==> config.mk <==
export PLATFORM = sky130hd
export DESIGN_NAME = updown_counter_synchronous_flat
export DESIGN_NICKNAME = d
export VERILOG_FILES = /design/src/rtl/updown_counter_synchronous_pkg.sv /design/src/rtl/updown_counter_synchronous_if.sv /design/src/rtl/updown_counter_synchronous_next.sv /design/src/rtl/updown_counter_synchronous.sv /design/src/flat_wrapper.sv
export SDC_FILE = /design/constraint.sdc
export NUM_CORES = 1
export LEC_CHECK = 0
export CAP_MARGIN = 20
export CORE_MARGIN = 2
export CORE_UTILIZATION = 49
export CTS_CLUSTER_SIZE = 20
export DETAILED_ROUTE_END_ITERATION = 10
export PLACE_DENSITY_LB_ADDON = 0.25
export REMOVE_ABC_BUFFERS = 1
export SLEW_MARGIN = 0
export SYNTH_ARGS = -nofsm -noshare
export SYNTH_HDL_FRONTEND = slang
export SYNTH_SLANG_ARGS = --single-unit
==> constraint.sdc <==
create_clock -name clk -period 3.6 [get_ports clk]
set_clock_uncertainty 0.1 [all_clocks]
set_input_delay 0.36 -clock clk [delete_from_list [all_inputs] [get_ports clk]]
set_output_delay 0.36 -clock clk [all_outputs]
set_load 0.1 [all_outputs]
==> src/rtl/updown_counter_synchronous_pkg.sv <==
// Purpose: shared constants, operation encoding and decode helper for the up/down counter.
// Latency: n/a (types and pure functions only).
// Backpressure: n/a.
package updown_counter_pkg;

    // Width used when a parent does not override it.
    localparam int DEFAULT_WIDTH = 8;

    // Meaning of the mode input.
    localparam logic MODE_UP   = 1'b1;
    localparam logic MODE_DOWN = 1'b0;

    // The four things the counter can do on an edge, highest priority first.
    typedef enum logic [1:0] {
        OP_CLEAR = 2'd0,
        OP_LOAD  = 2'd1,
        OP_UP    = 2'd2,
        OP_DOWN  = 2'd3
    } op_e;

    // Priority decode of the control inputs. if-statement semantics mean an
    // X/Z on clr or ld falls through as inactive instead of poisoning count.
    function automatic op_e decode_op(input logic clr, input logic ld, input logic mode);
        op_e op;
        if (clr) begin
            op = OP_CLEAR;
        end else if (ld) begin
            op = OP_LOAD;
        end else if (mode == MODE_UP) begin
            op = OP_UP;
        end else begin
            op = OP_DOWN;
        end
        return op;
    endfunction

endpackage

==> src/rtl/updown_counter_synchronous_if.sv <==
// Purpose: control/data bundle between a counter user and the counter.
// Latency: n/a (wiring only).
// Backpressure: none; the counter accepts controls every cycle.
interface updown_counter_synchronous_if
    import updown_counter_pkg::*;
#(
    parameter int WIDTH = DEFAULT_WIDTH
);
    logic             clr;
    logic             ld;
    logic             mode;
    logic [WIDTH-1:0] din;
    logic [WIDTH-1:0] count;
    logic             tc;

    // Side that drives the controls and observes the count.
    modport master (
        output clr,
        output ld,
        output mode,
        output din,
        input  count,
        input  tc
    );

    // The counter itself.
    modport slave (
        input  clr,
        input  ld,
        input  mode,
        input  din,
        output count,
        output tc
    );

endinterface

==> src/rtl/updown_counter_synchronous_next.sv <==
// Purpose: combinational next-count mux (clear > load > up > down).
// Latency: 0 cycles, purely combinational.
// Backpressure: none.
module updown_counter_next
    import updown_counter_pkg::*;
#(
    parameter int WIDTH = DEFAULT_WIDTH
) (
    input  logic             clr,
    input  logic             ld,
    input  logic             mode,
    input  logic [WIDTH-1:0] din,
    input  logic [WIDTH-1:0] count,
    output logic [WIDTH-1:0] count_nxt
);

    localparam logic [WIDTH-1:0] ONE = {{(WIDTH-1){1'b0}}, 1'b1};

    op_e op;

    // Resolve which operation wins this edge.
    always_comb begin
        op = decode_op(clr, ld, mode);
    end

    // Select the next value; +/- wrap naturally because the carry/borrow is dropped.
    always_comb begin
        count_nxt = count;
        unique case (op)
            OP_CLEAR: count_nxt = '0;
            OP_LOAD:  count_nxt = din;
            OP_UP:    count_nxt = count + ONE;
            OP_DOWN:  count_nxt = count - ONE;
            default:  count_nxt = count;
        endcase
    end

endmodule

==> src/rtl/updown_counter_synchronous.sv <==
// Purpose: loadable, clearable up/down binary counter with combinational terminal count.
// Latency: 1 cycle from control/din sampling to count update; tc follows count/mode directly.
// Backpressure: none; advances on every edge unless cleared or loaded.
module updown_counter_synchronous
    import updown_counter_pkg::*;
#(
    parameter int WIDTH = DEFAULT_WIDTH
) (
    input  logic                        clk,
    input  logic                        rst_n,
    updown_counter_synchronous_if.slave bus
);

    localparam logic [WIDTH-1:0] ALL_ONES = '1;

    logic [WIDTH-1:0] count_q;
    logic [WIDTH-1:0] count_nxt;

    updown_counter_next #(
        .WIDTH (WIDTH)
    ) u_next (
        .clr       (bus.clr),
        .ld        (bus.ld),
        .mode      (bus.mode),
        .din       (bus.din),
        .count     (count_q),
        .count_nxt (count_nxt)
    );

    // Count register: async reset to zero, otherwise take the muxed next value.
    always_ff @(posedge clk or negedge rst_n) begin
        if (!rst_n) begin
            count_q <= '0;
        end else begin
            count_q <= count_nxt;
        end
    end

    assign bus.count = count_q;

    // Terminal count flags the value just before a wrap in the current direction.
    assign bus.tc = ((bus.mode == MODE_UP)   && (count_q == ALL_ONES)) ||
                    ((bus.mode == MODE_DOWN) && (count_q == '0));

endmodule

==> src/flat_wrapper.sv <==
// flat-port wrapper written by rule: the top's interface ports become plain ports
module updown_counter_synchronous_flat import updown_counter_pkg::*;
#(
    parameter int WIDTH = DEFAULT_WIDTH
)
  (clk, rst_n, bus_clr, bus_ld, bus_mode, bus_din, bus_count, bus_tc);
  updown_counter_synchronous_if #(.WIDTH(WIDTH)) bus_i ();
  input  logic clk;
  input  logic rst_n;
  input wire logic [$bits(bus_i.clr)-1:0] bus_clr;
  input wire logic [$bits(bus_i.ld)-1:0] bus_ld;
  input wire logic [$bits(bus_i.mode)-1:0] bus_mode;
  input wire logic [$bits(bus_i.din)-1:0] bus_din;
  output wire logic [$bits(bus_i.count)-1:0] bus_count;
  output wire logic [$bits(bus_i.tc)-1:0] bus_tc;
  assign bus_i.clr = bus_clr;
  assign bus_i.ld = bus_ld;
  assign bus_i.mode = bus_mode;
  assign bus_i.din = bus_din;
  assign bus_count = bus_i.count;
  assign bus_tc = bus_i.tc;
  updown_counter_synchronous #(.WIDTH(WIDTH)) u_core (.clk(clk), .rst_n(rst_n), .bus(bus_i));
endmodule
==> results.txt, run 1 <==
FF-to-FF setup slack: 1560 ps
crit path time final: 2680 ps
most frequent cells after synthesis: 10 x nor2_1, 8 x dfrtp_1, 6 x nand2_1, 6 x xnor2_1
pre-CTS setup slack: 685 ps
largest net degree at the start of global routing: 12
GRT met2 Usage: 0.345
Bufs and invs on worst path: 1
Combinational Gates: 70
Synth area leaders: dfrtp_1 27%, xnor2_1 7.2%, nor2_1 5.1%
Syn. warnings: 0
tool warnings: 25
Top cell area share: 0.274
EDFF count, synth: 0
RePlAce Congestion: 0.896
Flops after synth: 8
Avg Inst Size Synth: 8.58 um^2
Setup-failing EPs final: 0
period utilization: 0.744
area growth from synthesis to layout: 31.4%
relative slew slack: 0.347
n_diodes: 0
CP Depth: 8
Core Footprint: 1350 um^2
post-CTS sizing: 0
clk sink count: 8
Rows: 13
clk root buf: clkbuf_4
GRT met1 Usage: 0.257
Post-synth ARST share: 1.00
total die size: 1810 um^2
Clock transition at path regs: 60 ps
Crit Path Class: in2reg
most common cell in the netlist: nor2_1
post-synth cell types: 40
Crit Reg-Reg Startpoint: u_core.bus.count[1]$_DFF_PN0_
CP Capture Type: flop
Post-synth top flop: dfrtp_1
Clock-cell share: 0.0235
die height: 42.6 um
actual slew at the worst max-slew pin: 976 ps
NumNets Final: 124
Pre-Place Util: 0.540
Synth Cell Area: 729 um^2
outcome: finished clean
==> run 1: metal layers <==
layer	part of all wire	up-vias
met5	0	-
met4	0.021	0
met3	0.067	7
met2	0.47	34
met1	0.45	322
li1	-	363
==> run 1: where the power goes <==
group / internal, mW / switching (mW) / leakage [nW]
Sequential: 0.0975 / 0.0148 / 0.104
Clock: 0.0384 / 0.0346 / 0.0138
Combinational: 0.0536 / 0.103 / 0.268
Total: 0.190 / 0.152 / 0.386
==> run 1: cells in the final DEF (no fill, tap or decap), types with 2 or more instances in the layout <==
| master | synthesis | layout |
|---|---|---|
| a21oi_1 | 2 | 2 |
| nand2_1 | 6 | 6 |
| xnor2_1 | 6 | 6 |
| o21ai_1 | 3 | 3 |
| nor4_1 | 3 | 3 |
| o21bai_1 | 2 | 2 |
| o211ai_1 | 2 | 2 |
| o21ai_0 | 2 | 2 |
| ha_1 | 2 | 2 |
| clkdlybuf4s50_1 | 0 | 20 |
| nor2_1 | 10 | 10 |
| or2_2 | 2 | 2 |
| or3_1 | 3 | 3 |
| clkbuf_4 | 0 | 3 |
| nand4_1 | 2 | 2 |
| buf_4 | 2 | 4 |
| o31ai_1 | 2 | 2 |
| nor3_1 | 3 | 3 |
| nand3_1 | 2 | 2 |
| dfrtp_1 | 8 | 8 |
==> run 1: logic make-up (layout without fill, tap and decap cells) <==
family                     after synthesis  in the layout  synth area share
xor gates and xnor gates                 6              6            0.0720
and+or+nand+nor                         39             39             0.305
DFF                                      8              8             0.274
muxes                                    2              2            0.0292
buffers and inverters                    7             29            0.0755
adders and majority gates                2              2            0.0343
AOI/OAI and AO/OA                       21             21             0.209
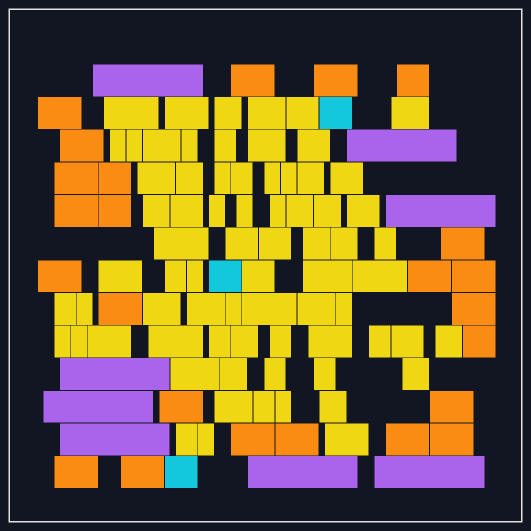
**Above:** run 1 (cell classes on the final placement).
(12 px per um)
registers: marked purple, cells 8, share of their area 21%. clock-net drivers: marked cyan, cells 3, share of their area 2.4%. remaining buffers and delay cells: marked orange, cells 24, share of their area 25%. remaining logic cells: marked yellow, cells 72, share of their area 52%.

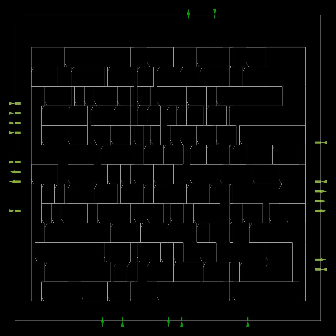
**Above:** run 1 (cell outlines without signal wires).
Fillers: 121
Non-Filler Instances: 122

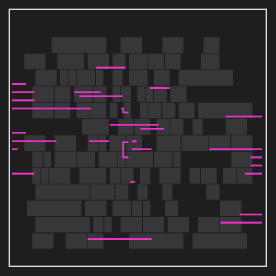
**Above:** run 1 (met3 routing).
(6 px per um) Cells faint in the background.
The layer carries 118 um of wire. The wires run mostly horizontal. 21 nets have wire on it. The longest straight run is 12.9 um.
WL final: 1.75 mm
GR Layer Usage met3: 0.0733

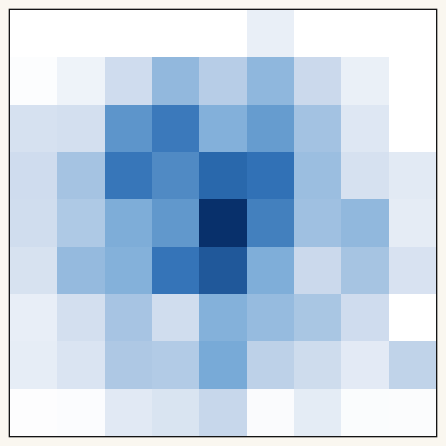
**Above:** run 1 (routed metal per tile).
(10 px per um) 9 x 9 tiles, from white (low) to dark blue (high), scaled to the fullest tile. Values are wire area over tile area, all layers added.
The mean over all tiles is 0.16. 15% of the tiles are over half the peak. The emptiest ninth of the die: upper right. 17% of the tiles are nearly empty. The densest ninth of the die: centre.

==> run 1 -> run 2 <==
Settings changed: CORE_UTILIZATION 49 to 41.
Clock period 3.6 ns to 2.1 ns, I/O delays scaled along.
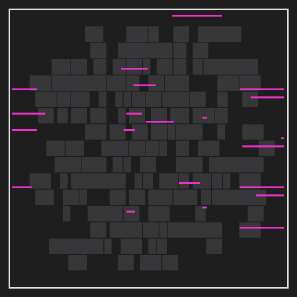
**Above:** run 2 (met3 routing).
(6 px per um) Cells faint in the background.
17 nets have wire on it. The layer holds 4.0% of the routed length. The wires run mostly horizontal. The longest straight run is 8.00 um. The layer carries 82.8 um of wire.
vias: 779
GR Layer Usage met3: 0.0353

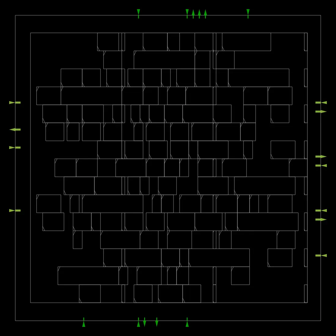
**Above:** run 2 (cell outlines without signal wires).
flop share of the area: 0.190
Core Footprint: 1710 um^2
fin util: 0.615
FFs & Latches: 8

==> run 2 against run 1 <==
Net effect: clock power up 77%; combinational power up 92%; worst setup slack worse by 880 ps; first-iteration DRC count down 5.0%; via count up 7.3%; global-route usage down 0.74 points; sequential share of layout area down 1.8 points; critical path type unchanged; critical endpoint is now u_core.bus.count[4]$_DFF_PN0_; largest cell class unchanged.
==> results.txt, run 2 <==
EDFF count, synth: 0 (unchanged)
adder-cell share of the synthesized area: 0.0343 (unchanged)
NumNets Final: 132 (+6.5%)
clk sink count: 8 (unchanged)
Fillers: 159 (+31%)
Syn. warnings: 0 (unchanged)
mux share: 0.0292 (unchanged)
Met2 Wirelength: 1.05 mm (+28%)
Avg Inst Size Synth: 8.58 um^2 (unchanged)
outcome: finished clean
crit path time final: 2050 ps
n_diodes: 0 (unchanged)
Simple Share, Synth: 0.305 (unchanged)
GRT met2 Usage: 0.322 (-0.0224)
period utilization: 0.978
top logic cell by instance count in the layout: buf_4
met1 WL: 890 um (+14%)
Flops after synth: 8 (unchanged)
clk root buf: clkbuf_4
area growth from synthesis to layout: 44.1%
CP Depth: 8 (unchanged)
Top cell area share: 0.274 (unchanged)
yosys xor share: 0.0720 (unchanged)
Rows: 15 (+2)
WL final: 2.07 mm (+18%)
Pre-Place Util: 0.427 (-0.113)
met3 wire length: 82 um (-30%)
die height: 46.2 um (+8.4%)
most common cell in the netlist: nor2_1
Dominant comb cell: simple AND/OR/NAND/NOR gates
Complex Gates by Area: 0.209 (unchanged)
Crit Path Class: in2reg
GRT met1 Usage: 0.281 (+0.0240)
tool warnings: 25 (unchanged)
Setup-failing EPs final: 0 (unchanged)
Synth Cell Area: 729 um^2 (unchanged)
Non-Filler Instances: 140 (+15%)
relative slew slack: 0.690 (+0.343)
actual slew at the worst max-slew pin: 463 ps (-513 ps)
RePlAce Congestion: 0.829 (-7.4%)
total die size: 2130 um^2 (+18%)
Clock transition at path regs: 60 ps (about the same)
FF-to-FF setup slack: 220 ps (-1340 ps)
most frequent cells after synthesis: 10 x nor2_1, 8 x dfrtp_1, 6 x nand2_1, 6 x xnor2_1
post-synth cell types: 40 (unchanged)
Top Layout Cells: 19 x buf_4, 10 x nor2_1, 9 x clkdlybuf4s50_1
Synth area leaders: dfrtp_1 27%, xnor2_1 7.2%, nor2_1 5.1%
[run 2: cell counts after synthesis]
No cell type changed its count.
[run 2: worst paths after layout]
check,from,end
max in group asynchronous,rst_n,u_core.bus.count[1]$_DFF_PN0_
min in group clk,bus_clr,u_core.bus.count[3]$_DFF_PN0_
min reg2reg,u_core.bus.count[0]$_DFF_PN0_,u_core.bus.count[1]$_DFF_PN0_
max reg2reg,u_core.bus.count[1]$_DFF_PN0_,u_core.bus.count[4]$_DFF_PN0_
min,rst_n,u_core.bus.count[4]$_DFF_PN0_
max,bus_clr,u_core.bus.count[4]$_DFF_PN0_
[run 2: layout make-up]
cell class / count / area (um^2) / area share
Tap cell: 25 / 31.3 / 0.0298
Inverter: 2 / 12.5 / 0.0119
Clock buffer: 3 / 22.5 / 0.0214
Multi-Input combinational cell: 70 / 505 / 0.481
Sequential cell: 8 / 200 / 0.190
Timing Repair Buffer: 32 / 279 / 0.265
[run 2: where the power goes]
| group | switching (mW) | internal, mW |
|---|---|---|
| combinational | 0.194 | 0.108 |
| sequential | 0.0190 | 0.167 |
| clock | 0.0633 | 0.0662 |
[run 2: what timing repair did]
item / CTS / global route
endpoints found under the setup margin: 2 / 1
buffers inserted: 1 / 0
pin swaps: 4 / 0
gates resized: 8 / 1
[run 2: metrics by stage]
step / hold WS, ps / power [mW] / setup WS (ps)
finish: 143 / 0.618 / 45.6
global route: 163 / 0.647 / 0.235
global placement: 431 / 0.474 / -452
CTS: 157 / 0.612 / 48.8
detailed placement: 435 / 0.479 / -497
floorplan: -186 / 0.377 / -457
[run 2: logic make-up after synthesis]
kind of cell | Yosys count
simple gates | 39
compound gates | 21
flops | 8
buf+inv | 7
xor+xnor | 6
mux | 2
fa+ha+maj | 2
No activity file was given, so power comes from the tool's default toggle rates.
